### src/rtl/issue_select.sv
// Oldest-ready pick for one FU's reservation station, with a one-entry issue register and row release on accept.
// Optional perf counters are built when ISSUE_SELECT_PERF_EN is defined.
module issue_select #(
  parameter int NUM_ROWS = 8,
  localparam int IDX_W = $clog2(NUM_ROWS)
) (
  input  logic                clk,
  input  logic                rst_n,
  input  logic [NUM_ROWS-1:0] ready_vector,
  input  logic                alloc_en,
  input  logic [IDX_W-1:0]    alloc_row_index,
  input  logic                flush,
  input  logic                issue_ready,
  output logic                issue_valid,
  output logic [IDX_W-1:0]    issue_row_index,
  output logic                free_en,
  output logic [IDX_W-1:0]    free_row_index,
  output logic                clear_en,
  output logic [NUM_ROWS-1:0] clear_lines
`ifdef ISSUE_SELECT_PERF_EN
  ,
  output logic [31:0]         perf_issue_count,
  output logic [31:0]         perf_stall_count
`endif
);

  localparam logic [NUM_ROWS-1:0] ONE_HOT_BASE = {{(NUM_ROWS-1){1'b0}}, 1'b1};

  logic [NUM_ROWS-1:0] older_r     [NUM_ROWS];
  logic [NUM_ROWS-1:0] older_nxt_s [NUM_ROWS];
  logic [NUM_ROWS-1:0] tracked_r;
  logic [NUM_ROWS-1:0] tracked_nxt_s;
  logic [NUM_ROWS-1:0] inflight_s;
  logic [NUM_ROWS-1:0] cand_s;
  logic [NUM_ROWS-1:0] free_mask_s;
  logic [NUM_ROWS-1:0] blocked_s;
  logic [IDX_W-1:0]    pick_s;
  logic                accept_s;

  // Candidate masking and oldest-ready pick; the row in the register is masked so it is never reselected.
  always_comb begin
    inflight_s = {NUM_ROWS{1'b0}};
    if (issue_valid) begin
      inflight_s = ONE_HOT_BASE << issue_row_index;
    end else begin
      inflight_s = {NUM_ROWS{1'b0}};
    end
    cand_s    = ready_vector & ~inflight_s;
    blocked_s = {NUM_ROWS{1'b0}};
    pick_s    = {IDX_W{1'b0}};
    for (int i = 0; i < NUM_ROWS; i++) begin
      for (int j = 0; j < NUM_ROWS; j++) begin
        if (cand_s[j] && older_r[j][i]) begin
          blocked_s[i] = 1'b1;
        end else begin
          blocked_s[i] = blocked_s[i];
        end
      end
      if (cand_s[i] && !blocked_s[i]) begin
        pick_s = IDX_W'(i);
      end else begin
        pick_s = pick_s;
      end
    end
  end

  // A flush suppresses the release pulse even when the FU is ready.
  assign accept_s       = issue_valid & issue_ready & ~flush;
  assign free_mask_s    = accept_s ? inflight_s : {NUM_ROWS{1'b0}};
  assign free_en        = accept_s;
  assign free_row_index = issue_row_index;
  assign clear_en       = accept_s;
  assign clear_lines    = free_mask_s;

  // Next tracked-valid set and age matrix: a new row is younger than every row still tracked after this cycle's free.
  always_comb begin
    tracked_nxt_s = tracked_r & ~free_mask_s;
    older_nxt_s   = older_r;
    if (alloc_en) begin
      tracked_nxt_s = tracked_nxt_s | (ONE_HOT_BASE << alloc_row_index);
      for (int k = 0; k < NUM_ROWS; k++) begin
        older_nxt_s[k][alloc_row_index] = tracked_r[k] & ~free_mask_s[k];
      end
      older_nxt_s[alloc_row_index] = {NUM_ROWS{1'b0}};
    end else begin
      tracked_nxt_s = tracked_nxt_s;
    end
  end

  // Age and tracked-valid state; flush forgets all ordering and wins over a same-cycle alloc.
  always_ff @(posedge clk or negedge rst_n) begin
    if (!rst_n) begin
      tracked_r <= {NUM_ROWS{1'b0}};
      older_r   <= '{default: {NUM_ROWS{1'b0}}};
    end else if (flush) begin
      tracked_r <= {NUM_ROWS{1'b0}};
      older_r   <= '{default: {NUM_ROWS{1'b0}}};
    end else begin
      tracked_r <= tracked_nxt_s;
      older_r   <= older_nxt_s;
    end
  end

  // One-entry issue register: holds while stalled, refills on empty or accept.
  always_ff @(posedge clk or negedge rst_n) begin
    if (!rst_n) begin
      issue_valid     <= 1'b0;
      issue_row_index <= {IDX_W{1'b0}};
    end else if (flush) begin
      issue_valid <= 1'b0;
    end else if (!issue_valid || accept_s) begin
      if (|cand_s) begin
        issue_valid     <= 1'b1;
        issue_row_index <= pick_s;
      end else begin
        issue_valid <= 1'b0;
      end
    end else begin
      issue_valid <= issue_valid;
    end
  end

`ifdef ISSUE_SELECT_PERF_EN
  // Saturating issue/stall counters; only reset clears them.
  always_ff @(posedge clk or negedge rst_n) begin
    if (!rst_n) begin
      perf_issue_count <= 32'd0;
      perf_stall_count <= 32'd0;
    end else begin
      if (accept_s && (perf_issue_count != 32'hFFFF_FFFF)) begin
        perf_issue_count <= perf_issue_count + 32'd1;
      end else begin
        perf_issue_count <= perf_issue_count;
      end
      if (issue_valid && !issue_ready && (perf_stall_count != 32'hFFFF_FFFF)) begin
        perf_stall_count <= perf_stall_count + 32'd1;
      end else begin
        perf_stall_count <= perf_stall_count;
      end
    end
  end
`endif

  // Reusing a row that is still held or being released would corrupt the age order.
  a_alloc_not_freed : assert property (@(posedge clk) disable iff (!rst_n)
    (alloc_en && !flush && free_en) |-> (alloc_row_index != free_row_index))
    else $fatal(1, "issue_select: alloc of the row being freed");

  a_alloc_not_inflight : assert property (@(posedge clk) disable iff (!rst_n)
    (alloc_en && !flush && issue_valid) |-> (alloc_row_index != issue_row_index))
    else $fatal(1, "issue_select: alloc of the row held in the issue register");

endmodule

### config.mk
export PLATFORM = sky130hd
export DESIGN_NAME = issue_select
export DESIGN_NICKNAME = d
export VERILOG_FILES = /design/src/rtl/issue_select.sv
export SDC_FILE = /design/constraint.sdc
export NUM_CORES = 1
export LEC_CHECK = 0
export CORE_MARGIN = 2
export CORE_UTILIZATION = 40
export CTS_CLUSTER_DIAMETER = 150
export CTS_CLUSTER_SIZE = 14
export DETAILED_ROUTE_END_ITERATION = 10
export GPL_ROUTABILITY_DRIVEN = 0
export SYNTH_ARGS = -nofsm -noshare
export SYNTH_HDL_FRONTEND = slang
export SYNTH_SLANG_ARGS = --single-unit
### constraint.sdc
create_clock -name clk -period 2.3 [get_ports clk]
set_input_delay 0.46 -clock clk [delete_from_list [all_inputs] [get_ports clk]]
set_output_delay 0.46 -clock clk [all_outputs]
set_load 0.05 [all_outputs]
Fig. 1: run 1, clock wires, drivers and flops
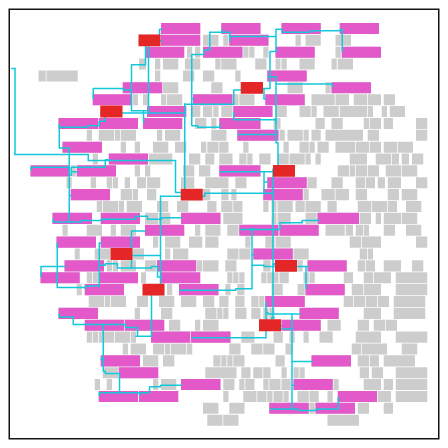
flip-flops -> magenta  # count 68
clock wires -> cyan  # length 866 um
clock drivers -> red  # count 9
routed clock nets = 10
part of the total power dissipated in the clock network: 31.0%
Worst Clk Skew: 0.0132 ns
Clk. pwr: 0.000809 W
clock network latency to the later pin of the worst-skew pair: 0.35 ns

Fig. 2: run 1, placement by cell class
The bar under the picture is 20 um long.
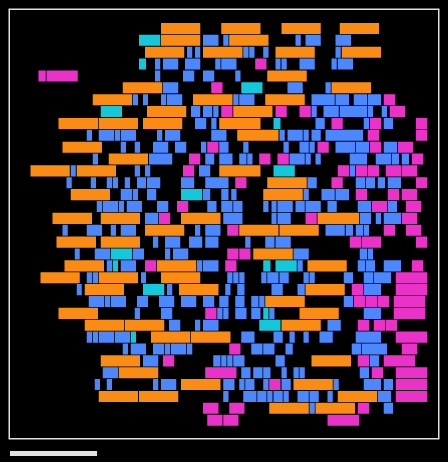
combinational and other logic -> blue  # cells 278
flops -> orange  # cells 68
clock drivers and dummy loads -> cyan  # cells 15
other buffers and delay cells -> magenta  # cells 81
Placeable Area: 0.00864 mm^2
final standard cell area without fillers: 0.00461 mm^2

==> run notes, run 1 <==
The run finished with clean final reports. Dividing the final minimum period by the clock period gives 98.1%. The number of synthesized flops with an enable pin is 0.

The report puts the hold buffer count at CTS at 0. The slack of the worst reg-to-reg path came out at 0.04 ns. The type of the tightest min-delay check is primary input to asynchronous set/reset pin.

Data on the critical path arrives at its endpoint at 2.49 ns. For the max-cap violation count, the log shows 0. Per the post-synthesis stats, the area per cell is 9.67 um^2.

The cell area power density is 567 mW/mm^2, and the inverter count of the layout excluding clock inverters is 13. With the post-route setup TNS at 0 ns, the total iterations of the first detailed-routing run is 5. Most numerous logic cell after layout: sky130_fd_sc_hd__nor2_1. The design received a total of 108 well taps at floorplan. Per the post-route antenna check, the number of violating nets is 0.

For the total number of vias, the log shows 3,042. The number of global-route vias before repair was 3,024. Proportion of register bits with asynchronous set or reset after synthesis: 100%. The chip area line in the Yosys stat output reads 0.00354 mm^2.

Minimum period implied by the final worst setup slack: 2.26 ns. The final layout report lists a clock buffer count of 12. Sequential cells placed in the final layout were counted as 68.

The layout report lists the multi-input gate area as 0.00177 mm^2. The run gives 0 for the number of setup violations in the final report. For the final wirelength, the log shows 10,100 um.

The run gives 382 for the post-synthesis net count. The initial antenna violation count came out at 0. The tools report the leakage power as 2.12 nW.

For this run, the detailed router reports a per-instance via density of 5.53. In this run the count of I/O pins placed on the die edge is 33. The fraction of area in clock buffers and inverters is 3.26%, and the proportion of final cell area spent on non-clock buffers is 17.3%.

For reference, the top cells by area after synthesis are sky130_fd_sc_hd__dfrtp_1 48%, sky130_fd_sc_hd__mux2i_1 13%, sky130_fd_sc_hd__nor2_1 9.1%. The tally of non-filler cells in the final layout is 550. STA classifies the critical path startpoint as a flop.

The gate count of the mapped netlist is 366. The netlist area before placement was 0.00354 mm^2; the worst-case headroom to the max-slew limit was 49.8%. In this run the tool buffered the top-level ports with 32 buffer cells. Per STA, the startpoint of the critical path is free_row_index[2]$_DFFE_PN0P_. The tools report the kind of end point of the critical path as a flop. The overall fraction of global-route tracks in use is 22.0%. Yosys instantiated no cell more often than sky130_fd_sc_hd__nor2_1. In this run, CTS created clock tree buffers numbering 9. By count the netlist is led by 86 x sky130_fd_sc_hd__nor2_1, 68 x sky130_fd_sc_hd__dfrtp_1, 45 x sky130_fd_sc_hd__mux2i_1, 23 x sky130_fd_sc_hd__nand2_1, 16 x sky130_fd_sc_hd__a22oi_1. Slew at the pin closest to its max-slew limit: 0.752 ns. TritonCTS built the clock tree. After synthesis, the largest area contributor takes up 48.1% of total cell area.
Fig. 3: run 1, where the registers sit
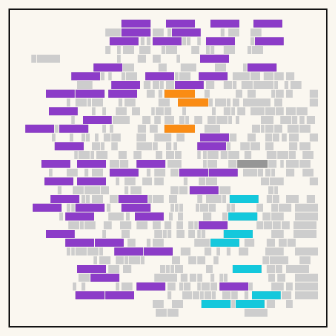
tracked_r -> cyan  # flops 8, where bottom right
older_r -> purple  # flops 56
free_row_index -> orange  # flops 3
reported sequential group power: 0.00124 W
fraction of area in registers: 37.0%
Post-Route Utilization: 53.4%
sequential cell area: 0.00171 mm^2

Fig. 4: run 1, PDN straps and rails
Pins as bars on the die edge. Tap cells in grey.
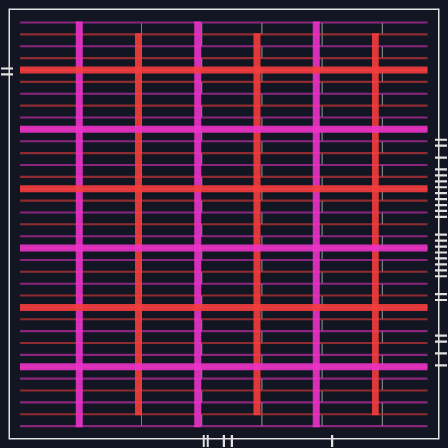
VSS -> magenta
VDD -> red
rows = 34
met4 straps = 6
tap cells = 108
IR drop worst, VDD: 0.224 mV
die width: 98.1 um
DIE HEIGHT: 98.1 um

## run 1: through the flow
step                      setup WS (ns)  hold slack, ns  utilization [%]  cell area, um^2
after floorplan                -0.00113           0.164                -             3600
after global placement           -0.112           0.482             50.7             4380
after detailed placement         -0.111           0.488             50.7             4380
after CTS                        0.0127           0.128             52.7             4550
after global routing             0.0120           0.156             53.4             4610
final                            0.0430           0.114             53.4             4610
## run 1: worst max-delay path: stages (launching register included)
cell,delay [ns]
sky130_fd_sc_hd__dfrtp_2,0.46
sky130_fd_sc_hd__buf_4,0.17
sky130_fd_sc_hd__o31a_1,0.40
sky130_fd_sc_hd__a221oi_1,0.49
sky130_fd_sc_hd__nand4_1,0.20
sky130_fd_sc_hd__nor2b_1,0.19
sky130_fd_sc_hd__a311oi_2,0.06
sky130_fd_sc_hd__o22a_1,0.18
## run 1: routing by layer
metal  vias up  part of all wire [%]  wire (um)  track usage, %
li1       1417                     -          -               -
met1      1485                    44       4460            29.1
met2       110                    47       4780            35.1
met3        30                   6.0        603            4.80
met4         0                   2.9        290            9.29
met5         -                     0          0               0
## run 1: logic make-up after synthesis
| family | share of synthesized area (%) |
|---|---|
| and+or+nand+nor | 22.4 |
| DFF | 48.1 |
| AOI/OAI and AO/OA | 11.9 |
| muxes | 13.0 |
| buffers and inverters | 4.56 |
## run 1: registers in the layout, summed over array words and instances (netlist names)
register,count
free_row_index,3
issue_valid,1
older_r,56
tracked_r,8
## run 1: timing repair
action	4_1_cts	5_1_grt
endpoints found under the hold margin	0	0
setup buffers	2	3
setup endpoints to repair	5	9
resized	2	11
pin swaps	1	6
## run 1: where the power goes
part	switching (W)	internal, W
clock network	0.000428	0.000381
registers	0.0000197	0.00122
logic	0.000344	0.000226
--- run 2 (diff from run 1) ---
CAP_MARGIN = 30   (was default)
Fig. 5: run 2, congestion heat map
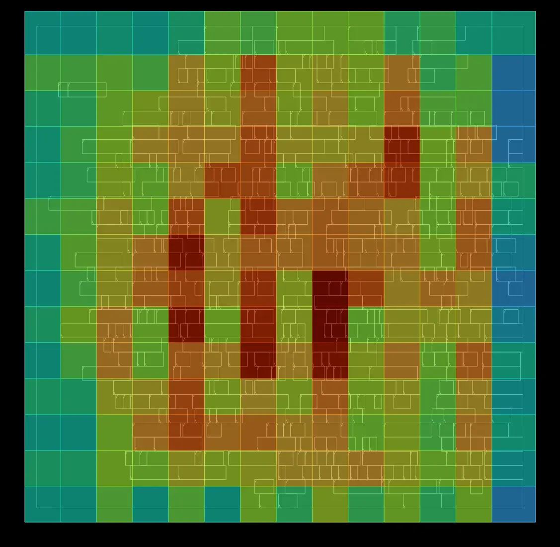
Global Route met1 Usage: 29.1%
met3 usage: 4.80%
highest-utilization routing layer at the global route stage: met2

==> run notes, run 2 <==
With the worst vdd rail ir drop at 0.224 mV, the basic-gate share of the synthesized area counting and, or, nand and nor cells is 22.4%. The run gives 4460 um as the detailed-route wire length on metal 1. Dividing the detail-routed via count by the number of cells gives 5.53. The analysis attributes to cell leakage a power of 2.12 nW.

The minimum period implied by the final worst setup slack was 2.26 ns. The aoi/oai-family share of the synthesized area works out to 11.9%. The flow reports that combinational logic draws 21.8% of the design power. The height of the die is 98.1 um. The main area contributors are sky130_fd_sc_hd__dfrtp_1 48%, sky130_fd_sc_hd__mux2i_1 13%, sky130_fd_sc_hd__nor2_1 9.1%. Of the total synthesized cell area, the portion taken by XOR and XNOR cells is 0%. Dividing total power by cell area gives a power density of 567 mW/mm^2. Kind of end point of the critical path: a flop. With the met2 track utilization from global routing at 35.1%, the reported net switching power is 0.000792 W.

For reference, the top cells by count after synthesis are 86 x sky130_fd_sc_hd__nor2_1, 68 x sky130_fd_sc_hd__dfrtp_1, 45 x sky130_fd_sc_hd__mux2i_1, 23 x sky130_fd_sc_hd__nand2_1, 16 x sky130_fd_sc_hd__a22oi_1. The most frequent cell after synthesis was sky130_fd_sc_hd__nor2_1. In this run, post-CTS repair resized a total of 2 instances. The max-cap violation count is 0, and the count of buffers added by post-CTS timing repair for setup is 2. The end-of-flow timing check tallies setup violations at 0. Summing over every cut layer, the via total after detailed routing is 3,042. The top routing layer in use is met4. The register with the most flip-flops in the layout has 56 of them. Portion of netlist area occupied by mux cells: 13.0%. The tools report the post-synthesis net count as 382.

The share of synthesized area in the top cell type comes to 48.1%. The worst-case max-slew headroom was logged as 49.8%. The run gives 0.114 ns for the final-layout worst hold slack.

The logs give 47.3% for the part of the total power dissipated in sequential elements and 0.00182 W for the internal power consumption. The run finished with clean final reports. For the chip area line of the yosys report, the log shows 0.00354 mm^2.

According to the report, the first pass of detailed routing completed in 5 iterations. The detailed route wirelength on metal3 is 603 um. For reference, the top logic cell family by area is simple AND/OR/NAND/NOR gates. TritonCTS created 9 clock buffers. The run gives 0.35 ns as the insertion delay at the late pin of the worst-skew pair. The region available for standard cell placement spans 0.00864 mm^2.

For the instance area after placement, the log shows 0.00438 mm^2. The overall fraction of global-route tracks in use is 22.0%, and the delay of the slowest cell on the worst path is 0.49 ns. Per the placement log, port buffering inserted 32 buffers. The script computed the net switching share of total power as 30.3%. More flip-flops sit in one register than any other, and that register is older_r.
Fig. 6: run 2, placement by cell class
The bar under the picture is 20 um long.
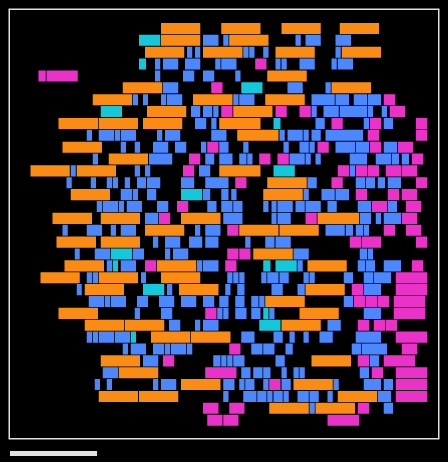
number of placement rows: 34

==> run 2: metrics by stage <==
stage          cells  power (W)  worst slack [ns]  setup TNS, ns  util, %
6_report         550    0.00261            0.0430              0     53.4
5_1_grt          550    0.00273            0.0120              0     53.4
2_1_floorplan    366    0.00158          -0.00113       -0.00113        -
4_1_cts          547    0.00262            0.0127              0     52.7
3_5_place_dp     530    0.00180            -0.111          -1.21     50.7
3_3_place_gp     530    0.00180            -0.112          -1.06     50.7
==> run 2: layout make-up <==
| type | count | area [um^2] | share of cell area [%] |
|---|---|---|---|
| clock buffer | 12 | 135 | 2.93 |
| clock inverter | 3 | 15.0 | 0.326 |
| inverter | 13 | 48.8 | 1.06 |
| multi-input combinational | 265 | 1770 | 38.5 |
| sequential | 68 | 1710 | 37.0 |
| tap | 108 | 135 | 2.93 |
| timing repair buffer | 81 | 796 | 17.3 |
==> run 2: power by group through the flow <==
stage               clock network [W]  registers (W)  logic [W]
floorplan                           0        0.00129   0.000292
global placement                    0        0.00126   0.000535
detailed placement                  0        0.00126   0.000537
CTS                          0.000836        0.00123   0.000557
global route                 0.000888        0.00124   0.000606
finish                       0.000809        0.00124   0.000569
==> run 2: worst paths after layout <==
path,slack (ns),startpoint,depth (start not counted),to
setup / recovery,0.04,free_row_index[2]$_DFFE_PN0P_,7,free_row_index[0]$_DFFE_PN0P_
hold / removal,0.11,rst_n,2,older_r[50]$_DFFE_PN0P_
setup reg to reg,0.04,free_row_index[2]$_DFFE_PN0P_,7,free_row_index[0]$_DFFE_PN0P_
hold reg to reg,0.49,older_r[35]$_DFFE_PN0P_,2,older_r[35]$_DFFE_PN0P_
max in group asynchronous,1.86,rst_n,2,issue_valid$_DFFE_PN0P_
min in group clk,0.46,issue_ready,3,issue_valid$_DFFE_PN0P_
Power and IR drop assume default switching activity.
